### config.mk
export PLATFORM = sky130hd
export DESIGN_NAME = ma_filter_sequencer_flat
export DESIGN_NICKNAME = d
export VERILOG_FILES = /design/src/rtl/ma_filter_sequencer_if.sv /design/src/rtl/ma_filter_sequencer.sv /design/src/flat_wrapper.sv
export SDC_FILE = /design/constraint.sdc
export NUM_CORES = 1
export LEC_CHECK = 0
export CORE_MARGIN = 10
export CORE_UTILIZATION = 49
export CTS_BUF_LIST = sky130_fd_sc_hd__clkbuf_16
export CTS_CLUSTER_SIZE = 25
export DETAILED_ROUTE_END_ITERATION = 10
export HOLD_SLACK_MARGIN = 0.03
export MAX_ROUTING_LAYER = met4
export PLACE_DENSITY_LB_ADDON = 0.3
export SLEW_MARGIN = 20
export SYNTH_ARGS = -nofsm -noshare
export SYNTH_HDL_FRONTEND = slang
export SYNTH_SLANG_ARGS = --single-unit
export TNS_END_PERCENT = 20
### constraint.sdc
create_clock -name clk -period 3 [get_ports clk]
set_clock_uncertainty 0.2 [all_clocks]
set_input_delay 0.6 -clock clk [delete_from_list [all_inputs] [get_ports clk]]
set_output_delay 0.6 -clock clk [all_outputs]
set_load 0.02 [all_outputs]
### src/rtl/ma_filter_sequencer_if.sv
// Sequencer <-> ROM / filter / host signal bundle.
// master: the sequencer side; slave: the environment (ROM, filter, host).
// Control inputs (start/stop/div) and status outputs travel with the datapath.
interface ma_filter_sequencer_if #(
  parameter int N     = 16,
  parameter int AW    = 7,
  parameter int DIV_W = 8
);
  logic             start;
  logic             stop;
  logic [DIV_W-1:0] div;
  logic [AW-1:0]    mem_addr;
  logic [N-1:0]     mem_data;
  logic             filt_clr;
  logic             filt_en;
  logic [N-1:0]     filt_din;
  logic [N-1:0]     filt_dout;
  logic [N-1:0]     out_data;
  logic             out_valid;
  logic             busy;
  logic             done;
  logic             wrap;

  modport master (
    input  start, stop, div, mem_data, filt_dout,
    output mem_addr, filt_clr, filt_en, filt_din, out_data, out_valid,
           busy, done, wrap
  );

  modport slave (
    output start, stop, div, mem_data, filt_dout,
    input  mem_addr, filt_clr, filt_en, filt_din, out_data, out_valid,
           busy, done, wrap
  );
endinterface

### src/rtl/ma_filter_sequencer.sv
// Moving-average filter sequencer: ROM read, TAPS-cycle flush, paced sample feed, result capture.
// Latency: sample strobe 1 clk after each pacing tick; result captured 1 clk after filt_dout is valid.
// Backpressure: none; pacing is set by div, stop aborts into DRAIN. Build option MA_SEQ_LOOP_EN = endless wrap.
module ma_filter_sequencer #(
  parameter int N     = 16,
  parameter int DEPTH = 95,
  parameter int AW    = 7,
  parameter int TAPS  = 4,
  parameter int DIV_W = 8
) (
  input logic                   clk,
  input logic                   rst,
  ma_filter_sequencer_if.master bus
);

  localparam int              FW         = (TAPS > 1) ? $clog2(TAPS) : 1;
  localparam logic [AW-1:0]   LAST_ADDR  = AW'(DEPTH - 1);
  localparam logic [FW-1:0]   LAST_FLUSH = FW'(TAPS - 1);

  typedef enum logic [1:0] {
    S_IDLE  = 2'd0,
    S_FLUSH = 2'd1,
    S_RUN   = 2'd2,
    S_DRAIN = 2'd3
  } state_t;

  state_t           state_q,     state_d;
  logic [AW-1:0]    mem_addr_q,  mem_addr_d;
  logic             filt_clr_q,  filt_clr_d;
  logic             filt_en_q,   filt_en_d;
  logic [N-1:0]     filt_din_q,  filt_din_d;
  logic             cap_q,       cap_d;
  logic [N-1:0]     out_data_q,  out_data_d;
  logic             out_valid_q, out_valid_d;
  logic             busy_q,      busy_d;
  logic             done_q,      done_d;
  logic             wrap_q,      wrap_d;
  logic [DIV_W-1:0] pc_q,        pc_d;
  logic [DIV_W-1:0] per_q,       per_d;
  logic [FW-1:0]    fl_cnt_q,    fl_cnt_d;
  logic             arm_q,       arm_d;

  logic             tick;
  logic [DIV_W-1:0] per_eff;

  // A divider of 0 would leave no cycle for the ROM read; treat it as 1.
  assign per_eff = (bus.div == '0) ? DIV_W'(1) : bus.div;
  assign tick    = (pc_q == per_q);

  // Next-state and next-output computation for the sequencer.
  always_comb begin
    state_d     = state_q;
    mem_addr_d  = mem_addr_q;
    filt_clr_d  = filt_clr_q;
    filt_en_d   = 1'b0;
    filt_din_d  = filt_din_q;
    // Only RUN strobes (not flush strobes) produce a result to capture.
    cap_d       = filt_en_q & ~filt_clr_q;
    out_data_d  = out_data_q;
    out_valid_d = 1'b0;
    busy_d      = busy_q;
    done_d      = 1'b0;
    wrap_d      = 1'b0;
    pc_d        = pc_q;
    per_d       = per_q;
    fl_cnt_d    = fl_cnt_q;
    // start must be seen low before it can launch another pass, so a held
    // start yields exactly one pass.
    arm_d       = ~bus.start;

    // Capture runs independently of state so an in-flight sample survives stop.
    if (cap_q) begin
      out_data_d  = bus.filt_dout;
      out_valid_d = 1'b1;
    end

    unique case (state_q)
      S_IDLE: begin
        // The cycle carrying done ignores start.
        if (bus.start && arm_q && !done_q) begin
          state_d    = S_FLUSH;
          mem_addr_d = '0;
          fl_cnt_d   = '0;
          filt_clr_d = 1'b1;
          filt_en_d  = 1'b1;
          filt_din_d = '0;
          busy_d     = 1'b1;
        end
      end

      S_FLUSH: begin
        if (bus.stop) begin
          state_d    = S_DRAIN;
          filt_clr_d = 1'b0;
        end else if (fl_cnt_q == LAST_FLUSH) begin
          state_d    = S_RUN;
          filt_clr_d = 1'b0;
          pc_d       = '0;
          per_d      = per_eff;
        end else begin
          fl_cnt_d   = fl_cnt_q + 1'b1;
          filt_clr_d = 1'b1;
          filt_en_d  = 1'b1;
          filt_din_d = '0;
        end
      end

      S_RUN: begin
        if (tick) begin
          // mem_data already reflects mem_addr: it has been stable >= 1 clk.
          pc_d       = '0;
          per_d      = per_eff;
          filt_din_d = bus.mem_data;
          filt_en_d  = 1'b1;
          if (mem_addr_q == LAST_ADDR) begin
`ifdef MA_SEQ_LOOP_EN
            mem_addr_d = '0;
            wrap_d     = 1'b1;
`else
            state_d    = S_DRAIN;
`endif
          end else begin
            mem_addr_d = mem_addr_q + 1'b1;
          end
        end else begin
          pc_d = pc_q + 1'b1;
        end
        // A stop coinciding with a tick still lets that tick's strobe out.
        if (bus.stop) begin
          state_d = S_DRAIN;
        end
      end

      S_DRAIN: begin
        // Hold while the last strobe is on the wire; its capture then lands
        // together with done.
        if (!filt_en_q) begin
          state_d = S_IDLE;
          busy_d  = 1'b0;
          done_d  = 1'b1;
        end
      end

      default: begin
        state_d = S_IDLE;
      end
    endcase
  end

  // State and registered outputs; reset clears everything immediately.
  always_ff @(posedge clk or negedge rst) begin
    if (!rst) begin
      state_q     <= S_IDLE;
      mem_addr_q  <= '0;
      filt_clr_q  <= 1'b0;
      filt_en_q   <= 1'b0;
      filt_din_q  <= '0;
      cap_q       <= 1'b0;
      out_data_q  <= '0;
      out_valid_q <= 1'b0;
      busy_q      <= 1'b0;
      done_q      <= 1'b0;
      wrap_q      <= 1'b0;
      pc_q        <= '0;
      per_q       <= DIV_W'(1);
      fl_cnt_q    <= '0;
      arm_q       <= 1'b1;
    end else begin
      state_q     <= state_d;
      mem_addr_q  <= mem_addr_d;
      filt_clr_q  <= filt_clr_d;
      filt_en_q   <= filt_en_d;
      filt_din_q  <= filt_din_d;
      cap_q       <= cap_d;
      out_data_q  <= out_data_d;
      out_valid_q <= out_valid_d;
      busy_q      <= busy_d;
      done_q      <= done_d;
      wrap_q      <= wrap_d;
      pc_q        <= pc_d;
      per_q       <= per_d;
      fl_cnt_q    <= fl_cnt_d;
      arm_q       <= arm_d;
    end
  end

  assign bus.mem_addr  = mem_addr_q;
  assign bus.filt_clr  = filt_clr_q;
  assign bus.filt_en   = filt_en_q;
  assign bus.filt_din  = filt_din_q;
  assign bus.out_data  = out_data_q;
  assign bus.out_valid = out_valid_q;
  assign bus.busy      = busy_q;
  assign bus.done      = done_q;
  assign bus.wrap      = wrap_q;

endmodule
### src/flat_wrapper.sv
// flat-port wrapper written by rule: the top's interface ports become plain ports
module ma_filter_sequencer_flat 
#(
  parameter int N     = 16,
  parameter int DEPTH = 95,
  parameter int AW    = 7,
  parameter int TAPS  = 4,
  parameter int DIV_W = 8
)
  (clk, rst, bus_start, bus_stop, bus_div, bus_mem_data, bus_filt_dout, bus_mem_addr, bus_filt_clr, bus_filt_en, bus_filt_din, bus_out_data, bus_out_valid, bus_busy, bus_done, bus_wrap);
  ma_filter_sequencer_if #(.N(N), .AW(AW), .DIV_W(DIV_W)) bus_i ();
  input logic clk;
  input logic rst;
  input wire logic [$bits(bus_i.start)-1:0] bus_start;
  input wire logic [$bits(bus_i.stop)-1:0] bus_stop;
  input wire logic [$bits(bus_i.div)-1:0] bus_div;
  input wire logic [$bits(bus_i.mem_data)-1:0] bus_mem_data;
  input wire logic [$bits(bus_i.filt_dout)-1:0] bus_filt_dout;
  output wire logic [$bits(bus_i.mem_addr)-1:0] bus_mem_addr;
  output wire logic [$bits(bus_i.filt_clr)-1:0] bus_filt_clr;
  output wire logic [$bits(bus_i.filt_en)-1:0] bus_filt_en;
  output wire logic [$bits(bus_i.filt_din)-1:0] bus_filt_din;
  output wire logic [$bits(bus_i.out_data)-1:0] bus_out_data;
  output wire logic [$bits(bus_i.out_valid)-1:0] bus_out_valid;
  output wire logic [$bits(bus_i.busy)-1:0] bus_busy;
  output wire logic [$bits(bus_i.done)-1:0] bus_done;
  output wire logic [$bits(bus_i.wrap)-1:0] bus_wrap;
  assign bus_i.start = bus_start;
  assign bus_i.stop = bus_stop;
  assign bus_i.div = bus_div;
  assign bus_i.mem_data = bus_mem_data;
  assign bus_i.filt_dout = bus_filt_dout;
  assign bus_mem_addr = bus_i.mem_addr;
  assign bus_filt_clr = bus_i.filt_clr;
  assign bus_filt_en = bus_i.filt_en;
  assign bus_filt_din = bus_i.filt_din;
  assign bus_out_data = bus_i.out_data;
  assign bus_out_valid = bus_i.out_valid;
  assign bus_busy = bus_i.busy;
  assign bus_done = bus_i.done;
  assign bus_wrap = bus_i.wrap;
  ma_filter_sequencer #(.N(N), .DEPTH(DEPTH), .AW(AW), .TAPS(TAPS), .DIV_W(DIV_W)) u_core (.clk(clk), .rst(rst), .bus(bus_i));
endmodule
Figure 1. Routing congestion (run 1).
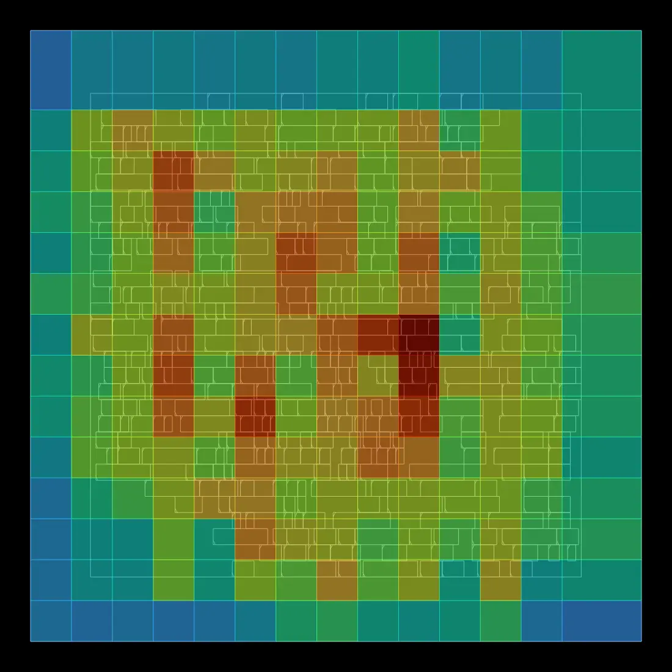
average routed wire per standard cell: 16.4 um
met2 usage in global routing: 24.9%
met1 routing resource usage after global routing: 19.2%
Post-Route Utilization: 68.1%

Figure 2. Cell area per tile (run 1).
10 x 10 tiles, from dark blue (low) to red (high), 0 to 100% covered.
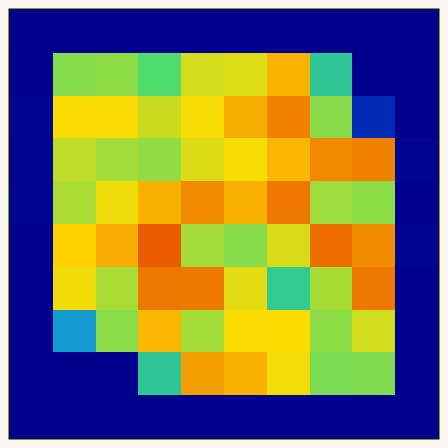
- emptiest ninth of the die: lower left
- mean over tiles: 42%
- densest ninth of the die: centre
- fullest tile: 90%
- tiles over 75% full: 21%
area of the placeable core: 6760 um2
fp util: 50.1%

Figure 3. Routed metal, one colour a layer (run 1).
The bar under the picture is 20 um long.
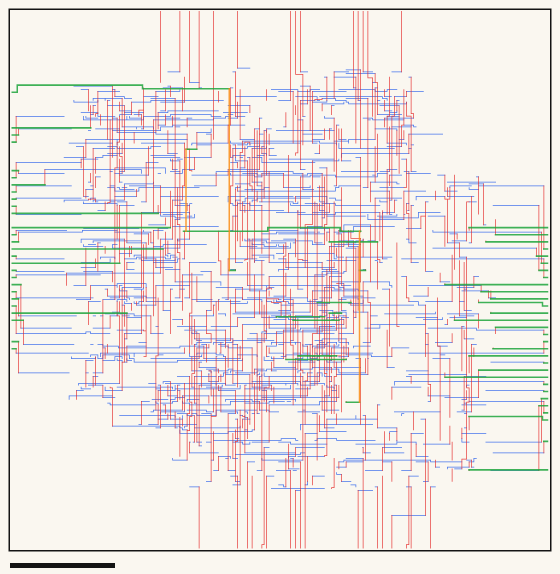
- green: M3 (wire length 542 um)
- blue: M1 (wire length 3730 um)
- red: M2 (wire length 3690 um)
- orange: M4 (wire length 83.0 um)
detailed-route wire length: 8050 um
total global-route track usage: 15.7%

run 1: final timing paths:
| check | startpoint | to | slack [ns] | cells past startpoint |
|---|---|---|---|---|
| min in group clk | u_core.bus.filt_clr | u_core.cap_q | 0.27 | 1 |
| worst min-delay path | rst | u_core.bus.out_data[5] | 0.06 | 1 |
| max in group asynchronous | rst | u_core.per_q[0] | 1.81 | 2 |
| worst max register to register | u_core.state_q[0] | u_core.per_q[6] | 0.48 | 6 |
| worst max-delay path | u_core.state_q[0] | u_core.per_q[6] | 0.48 | 6 |
| worst min register to register | u_core.bus.filt_clr | u_core.cap_q | 0.27 | 1 |
run 1: Yosys cell counts, types with 2 or more instances:
library cell / n / area share, %
sky130_fd_sc_hd__dfrtp_1: 64 / 47
sky130_fd_sc_hd__xor2_1: 8 / 2.1
sky130_fd_sc_hd__nor4_1: 4 / 0.74
sky130_fd_sc_hd__mux2_2: 25 / 8.3
sky130_fd_sc_hd__nor2_1: 6 / 0.67
sky130_fd_sc_hd__o21ai_1: 5 / 0.74
sky130_fd_sc_hd__nand3b_1: 2 / 0.44
sky130_fd_sc_hd__nor3_1: 5 / 0.74
sky130_fd_sc_hd__and2_1: 18 / 3.3
sky130_fd_sc_hd__a31o_2: 2 / 0.52
sky130_fd_sc_hd__o31ai_1: 5 / 1.1
sky130_fd_sc_hd__a31oi_1: 4 / 0.74
sky130_fd_sc_hd__a21oi_1: 2 / 0.30
sky130_fd_sc_hd__a22o_1: 7 / 1.8
sky130_fd_sc_hd__nand2_1: 34 / 3.8
sky130_fd_sc_hd__nor4_2: 2 / 0.74
sky130_fd_sc_hd__buf_6: 2 / 0.67
sky130_fd_sc_hd__dfstp_2: 2 / 1.6
sky130_fd_sc_hd__mux2i_1: 19 / 5.6
sky130_fd_sc_hd__nand3_1: 15 / 2.2
sky130_fd_sc_hd__nor2b_1: 4 / 0.74
sky130_fd_sc_hd__o21ai_0: 18 / 2.7
sky130_fd_sc_hd__inv_1: 11 / 1.2
sky130_fd_sc_hd__o311ai_0: 3 / 0.78
sky130_fd_sc_hd__a211o_1: 2 / 0.52
sky130_fd_sc_hd__ha_1: 9 / 3.3
sky130_fd_sc_hd__and3_1: 5 / 0.92
sky130_fd_sc_hd__clkbuf_1: 10 / 1.1
run 1: per-stage QoR:
stage | util, % | instances | worst slack (ns)
5_1_grt | 68.1 | 491 | 0.327
2_1_floorplan | - | 314 | 0.748
3_3_place_gp | 64.3 | 476 | 0.344
3_5_place_dp | 64.4 | 476 | 0.258
4_1_cts | 68.1 | 491 | 0.485
6_report | 68.1 | 491 | 0.479
run 1: final cells by class:
type                       instances  area (um2)
inverter                          11        41.3
multi-input combinational        222        1610
fill                             506        2150
clock inverter                     6        27.5
timing repair buffer              97         941
tap                               80         100
sequential                        66        1650
clock buffer                       9         225
run 1: report_power, final:
part | internal [mW] | switching [mW] | total [mW]
clock | 0.539 | 0.347 | 0.887
sequential | 1.15 | 0.203 | 1.36
combinational | 0.832 | 0.933 | 1.76
total | 2.52 | 1.48 | 4.01
run 1: routing by layer:
layer,GRT usage [%],vias to the layer above,wire [um]
met5,-,-,0
met4,5.13,0,82
met3,4.16,7,542
met2,24.9,78,3690
met1,19.2,1320,3730
li1,-,1310,-
==> ds_physical_params.txt, run 1 <==
Physical design parameters

Parameter                              Value

Die
  Horizontal die size    between 100 and 150 um
  Total Die Area    about 11000 um2
  Vertical die dimension    103 um
  Number of primary I/O pins    89

Run status
  Outcome    complete, no violations

Synth
  Mux cell area share    ~14%
  Post-synthesis simple-gate area fraction    15.6%
  Area figure in the yosys stat output    approximately 3400 um2
  Number of flops mapped to enable cells by yosys    0
  Ys flop type    sky130_fd_sc_hd__dfrtp_1
  Register area share after synthesis    48.9%
  Synth Cell Area    3380 um2
  Post-synthesis cell type count    49
  Compound-cell area share of the yosys netlist    12.2%
  Post-synthesis xor/xnor area fraction    2.07%
  Post-synthesis cell count from yosys    314
  Post-synthesis async set-or-reset flop share    100%

STA
  FMAX    slightly below 0.4 GHz
  Worst-Margin Slew    0.891 ns
  Final Setup Violations    0
  Part of the cycle the worst path needs    84.0%
  Max Slew Vio Count    0
  Final Hold Viols    0
  Remaining max-slew budget at the tightest pin    40.0%

Setup path
  Setup Crit Path Kind    reg2reg
  Family of cells with the greatest summed delay on the critical path    AND-OR/OR-AND gates
  Count of buffer and inverter cells on the critical path    2
  Ordered list of cells on the worst path    inv_1 -> ha_1 -> inv_1 -> o21ai_0 -> o21ai_4 -> mux2_2
  Max incr delay on CP    0.75 ns
  Cell mode on critical path    sky130_fd_sc_hd__inv_1
  CP max FO    11
  Sort of element at the end of the critical path    flop
  CP max-delay cell    sky130_fd_sc_hd__o21ai_0

Clock network
  Number of buffers inserted for hold repair after clock tree synthesis    0
  CTS tree    built
  Clock-pin slew on the worst setup and hold paths    0.05 ns
  # resized after CTS    0
  Number of buffers created by CTS    9
  Clk Latency, worst-skew pair    0.32 ns
  Htree depth    3

Worst hold path
  Hold/Removal Path Class    in2async

Power and ir drop
  Worst VDD drop    0.000486 V
  Power density normalized to cell area    871 nW/um2
  Leakage component of the power    1.98 nW

GRT
  Total global routing overflow    0
  Pin count of the biggest net entering global routing    25
  Antenna violations before repair    0

Placement
  RD Place Congestion    0.838
  Count of port buffers added during placement    87
  Instance area after placement    approximately 4400 um2

Job
  Number of warning messages in the logs    31

Route
  Violation tally from detailed-route iteration zero    121
  Total via count in the routed design    2715
  Antenna Violating Nets Remaining    0
  First drt pass iteration count    4

Cells and area
  Fraction of final layout cells sized beyond drive strength 1    14.6%
  Final non-filler cell area    ~4600 um2
  Antenna fix cells    0
  Area Overhead vs Synth    36.1%
  Top Layout Cells    sky130_fd_sc_hd__clkdlybuf4s50_1, sky130_fd_sc_hd__dfrtp_1, sky130_fd_sc_hd__nand2_1, sky130_fd_sc_hd__mux2_2, sky130_fd_sc_hd__mux2i_1
  Post-layout nets    460
==> run 1 -> run 2 <==
CORE_UTILIZATION = 44   (was 49)
clock period = 2.09 ns   (was 3 ns; I/O delays follow)
Figure 4. Routed metal, one colour a layer (run 2).
The bar under the picture is 20 um long.
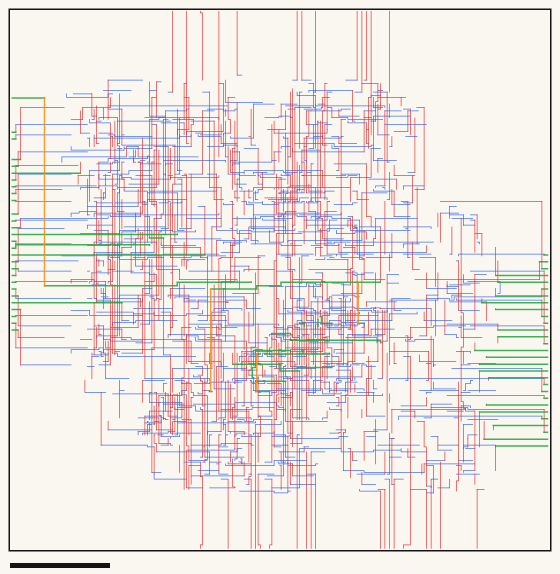
- green: M3 (wire length 537 um)
- blue: M1 (wire length 4030 um)
- red: M2 (wire length 4570 um)
- orange: M4 (wire length 73.4 um)
average routed wire per standard cell: 16.3 um
total via count in the routed design: 2970
detailed-route wire length: 9210 um
total global-route track usage: 15.8%

==> run 2 against run 1 <==
Effect of this change: the run now ends with negative setup slack left; area after synthesis did not move; count of clock-buffer cells in the layout stayed put; wire length up 14%; sequential power up 39%; first-iteration DRC count grew 26%; sequential cell count unchanged; critical path type unchanged; largest cell class is now combinational gates.
==> ds_physical_params.txt, run 2 <==
Physical design parameters

Parameter                              Value

Job
  Number of warning messages in the logs    34 (+9.7%)
  Count of max-cap constraint violations    0

Synth
  Top post-synthesis cells by count    sky130_fd_sc_hd__dfrtp_1, sky130_fd_sc_hd__nand2_1, sky130_fd_sc_hd__mux2_2
  Register area share after synthesis    48.9% (unchanged)
  Yosys Warn Count    0
  Proportion of netlist area held by the largest area contributor    47.4% (unchanged)
  Synth top cell by count    sky130_fd_sc_hd__dfrtp_1
  Post-synthesis async set-or-reset flop share    100% (unchanged)
  Synth Cell Area    3380 um2 (unchanged)
  Post-synthesis cell count from yosys    314 (unchanged)
  Cell count after synthesis    approximately 310
  Flops after synth    66
  Number of flops mapped to enable cells by yosys    0 (unchanged)
  Synth area leaders    sky130_fd_sc_hd__dfrtp_1, sky130_fd_sc_hd__mux2_2, sky130_fd_sc_hd__mux2i_1
  Post-synthesis cell type count    49 (unchanged)
  Mapped Nets    between 300 and 400
  Avg Cell Area, Syn    10.8 um2
  Area figure in the yosys stat output    3380 um2 (unchanged)
  Ys flop type    sky130_fd_sc_hd__dfrtp_1
  Most area-hungry cell type in the Yosys netlist    sky130_fd_sc_hd__dfrtp_1

Placement
  Hpwl dp    6410 um
  Instance area after placement    4730 um2 (+8.7%)
  RD Place Congestion    0.854 (+1.9%)
  Count of port buffers added during placement    87 (unchanged)

GRT
  Pin count of the biggest net entering global routing    67 (+170%)
  Number of global-route vias before repair    3058
  Total global routing overflow    0 (unchanged)
  Wire length of the first global-routing pass    approximately 15000 um
  Antenna violations before repair    0 (unchanged)

STA
  Remaining max-slew budget at the tightest pin    55.6% (+16 points)
  Unrepaired setup endpoints after global routing    true
  Worst hold slack after final layout    0.0450 ns
  PnR worst setup slack    -0.0248 ns (-0.503 ns)
  FMAX    0.473 GHz (+19%)
  Final Hold Viols    0 (unchanged)
  Max Slew Vio Count    0 (unchanged)
  Part of the cycle the worst path needs    101% (+17 points)
  Fin crit period    2.11 ns
  Final Setup Violations    3 (+3)
  Worst-Margin Slew    0.665 ns (-0.226 ns)

Cells and area
  Final non-filler cell area    5280 um2 (+15%)
  Post-layout nets    515 (+12%)
  Most frequently placed logic cell in the final layout    sky130_fd_sc_hd__clkdlybuf4s50_1
  Antenna fix cells    0 (unchanged)
  Fraction of final layout cells sized beyond drive strength 1    27.6% (+13 points)
  Top Layout Cells    sky130_fd_sc_hd__clkdlybuf4s50_1, sky130_fd_sc_hd__dfrtp_1, sky130_fd_sc_hd__buf_4, sky130_fd_sc_hd__nand2_1, sky130_fd_sc_hd__mux2_2
  Area Overhead vs Synth    56.0%

Die
  Total Die Area    11600 um2 (+9.1%)
  Floorplan row count    31
  Horizontal die size    108 um (+4.5%)
  Number of primary I/O pins    89 (unchanged)
  Vertical die dimension    108 um (+4.5%)

Setup path
  Setup Crit Path Kind    reg2reg
  Destination of the worst register-to-register timing path    u_core.pc_q[5]
  Startpoint of the most critical register-to-register path    u_core.pc_q[3]
  Startpoint types    flop
  CP Data Required Time    roughly 2.1 ns
  Cells on worst reg2reg path    7 (+1)
  Critical path launch point    u_core.pc_q[3]
  CP max FO    5 (-6)
  Register-to-register setup slack    -0.02 ns (-0.50 ns)
  Data arrival time of the worst path    2.13 ns
  Sort of element at the end of the critical path    flop

Clock network
  # clock sinks    66
  Htree depth    3 (unchanged)
  CTS tree    built
  Clock buffer depth    2
  Clock-pin slew on the worst setup and hold paths    0.06 ns (about the same)
  Clock root buffer master    sky130_fd_sc_hd__clkbuf_16
  Clk Latency, worst-skew pair    0.33 ns (about the same)
  Number of buffers created by CTS    9 (unchanged)

Run status
  Outcome    complete, but fails checks
  Failing checks    negative setup slack

Route
  First drt pass iteration count    5 (+1)
  Via density    5.25
  Antenna Violating Nets Remaining    0 (unchanged)
  Violation tally from detailed-route iteration zero    152 (+26%)
  DRC errors left    0

Power and ir drop
  Power density normalized to cell area    1290 nW/um2 (+48%)
  Leakage component of the power    2.39 nW (+21%)
  Worst VDD drop    0.000632 V (+30%)

Worst hold path
  Hold Crit Depth    2
  Hold/Removal Path Class    in2reg
  Hold Path Sink    u_core.arm_q
  Hold path start    bus_start
Figure 5. Cell area per tile (run 2).
11 x 11 tiles, from dark blue (low) to red (high), 0 to 100% covered.
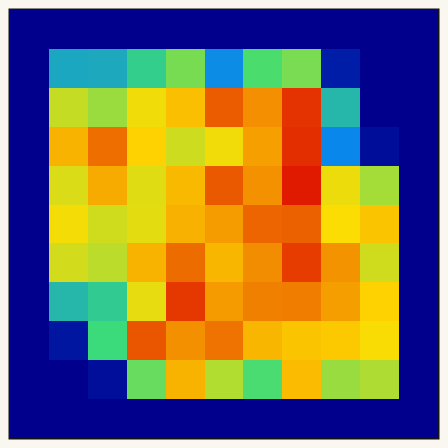
- mean over tiles: 44%
- densest ninth of the die: centre
- fullest tile: 97%
Post-Route Utilization: 71.6%
fp util: 45.9%
area of the placeable core: 7370 um2

## run 2: worst max-delay path: stages, from the launching register on
cell                      delay, ns
sky130_fd_sc_hd__dfrtp_1       0.39
sky130_fd_sc_hd__xor2_1        0.17
sky130_fd_sc_hd__nor4_2        0.38
sky130_fd_sc_hd__buf_4         0.23
sky130_fd_sc_hd__nand2_4       0.08
sky130_fd_sc_hd__buf_6         0.12
sky130_fd_sc_hd__a31o_2        0.22
sky130_fd_sc_hd__a22o_1        0.22
## run 2: power by group
group | total [mW] | switching (mW) | internal [mW]
logic | 3.32 | 1.62 | 1.70
clock network | 1.59 | 0.547 | 1.04
registers | 1.89 | 0.235 | 1.65
total | 6.80 | 2.40 | 4.40
## run 2: per-stage QoR
stage	power (mW)	setup TNS (ns)	worst slack [ns]	instances
2_1_floorplan	3.49	-0.638	-0.0573	314
3_3_place_gp	4.85	-4.35	-0.178	538
3_5_place_dp	4.93	-5.30	-0.272	538
4_1_cts	6.61	-0.488	-0.0421	557
5_1_grt	7.18	-1.35	-0.111	566
6_report	6.80	-0.0426	-0.0248	566
## run 2: metal layers
metal | up-vias | part of all wire [%] | track usage [%]
li1 | 1419 | - | -
met1 | 1451 | 44 | 18.5
met2 | 92 | 50 | 25.3
met3 | 8 | 5.8 | 4.01
met4 | 0 | 0.79 | 6.39
met5 | - | 0 | -
## run 2: how the worst max path moves through the flow
| stage | slack (ns) | to | cells past startpoint |
|---|---|---|---|
| 3_3_place_gp | -0.18 | u_core.bus.filt_din[15] | 8 |
| 5_1_grt | -0.11 | u_core.pc_q[5] | 7 |
| 3_5_place_dp | -0.27 | u_core.bus.filt_din[15] | 8 |
| 4_1_cts | -0.04 | u_core.pc_q[0] | 7 |
| 2_1_floorplan | -0.06 | u_core.bus.mem_addr[0] | 7 |
| 6_report | -0.02 | u_core.pc_q[5] | 7 |
## run 2: kinds of logic after synthesis
logic type	Yosys count	share of synthesized area (%)
and+or+nand+nor	101	15.6
DFF	66	48.9
AOI/OAI and AO/OA	59	12.2
muxes	44	13.9
buffers and inverters	26	3.77
adders and majority gates	9	3.33
xor gates and xnor gates	8	2.07
other	1	0.111
## run 2: layout make-up
type | count | area, um2
clock buffers | 9 | 225
clock inverters | 7 | 92.6
fillers | 520 | 2090
inverters | 11 | 41.3
multi-input cells | 222 | 1690
flip-flops and latches | 66 | 1650
well taps | 99 | 124
repair buffers | 152 | 1450
## run 2: what timing repair did
action | 4_1_cts | 5_1_grt
endpoints found under the setup margin | 21 | 42
pin swaps | 7 | 6
hold endpoints to repair | 64 | 0
resized | 10 | 34
gates cloned | 0 | 3
hold buffers | 1 | 0
setup buffers | 2 | 6
Power is estimated from default activity; no workload was simulated.
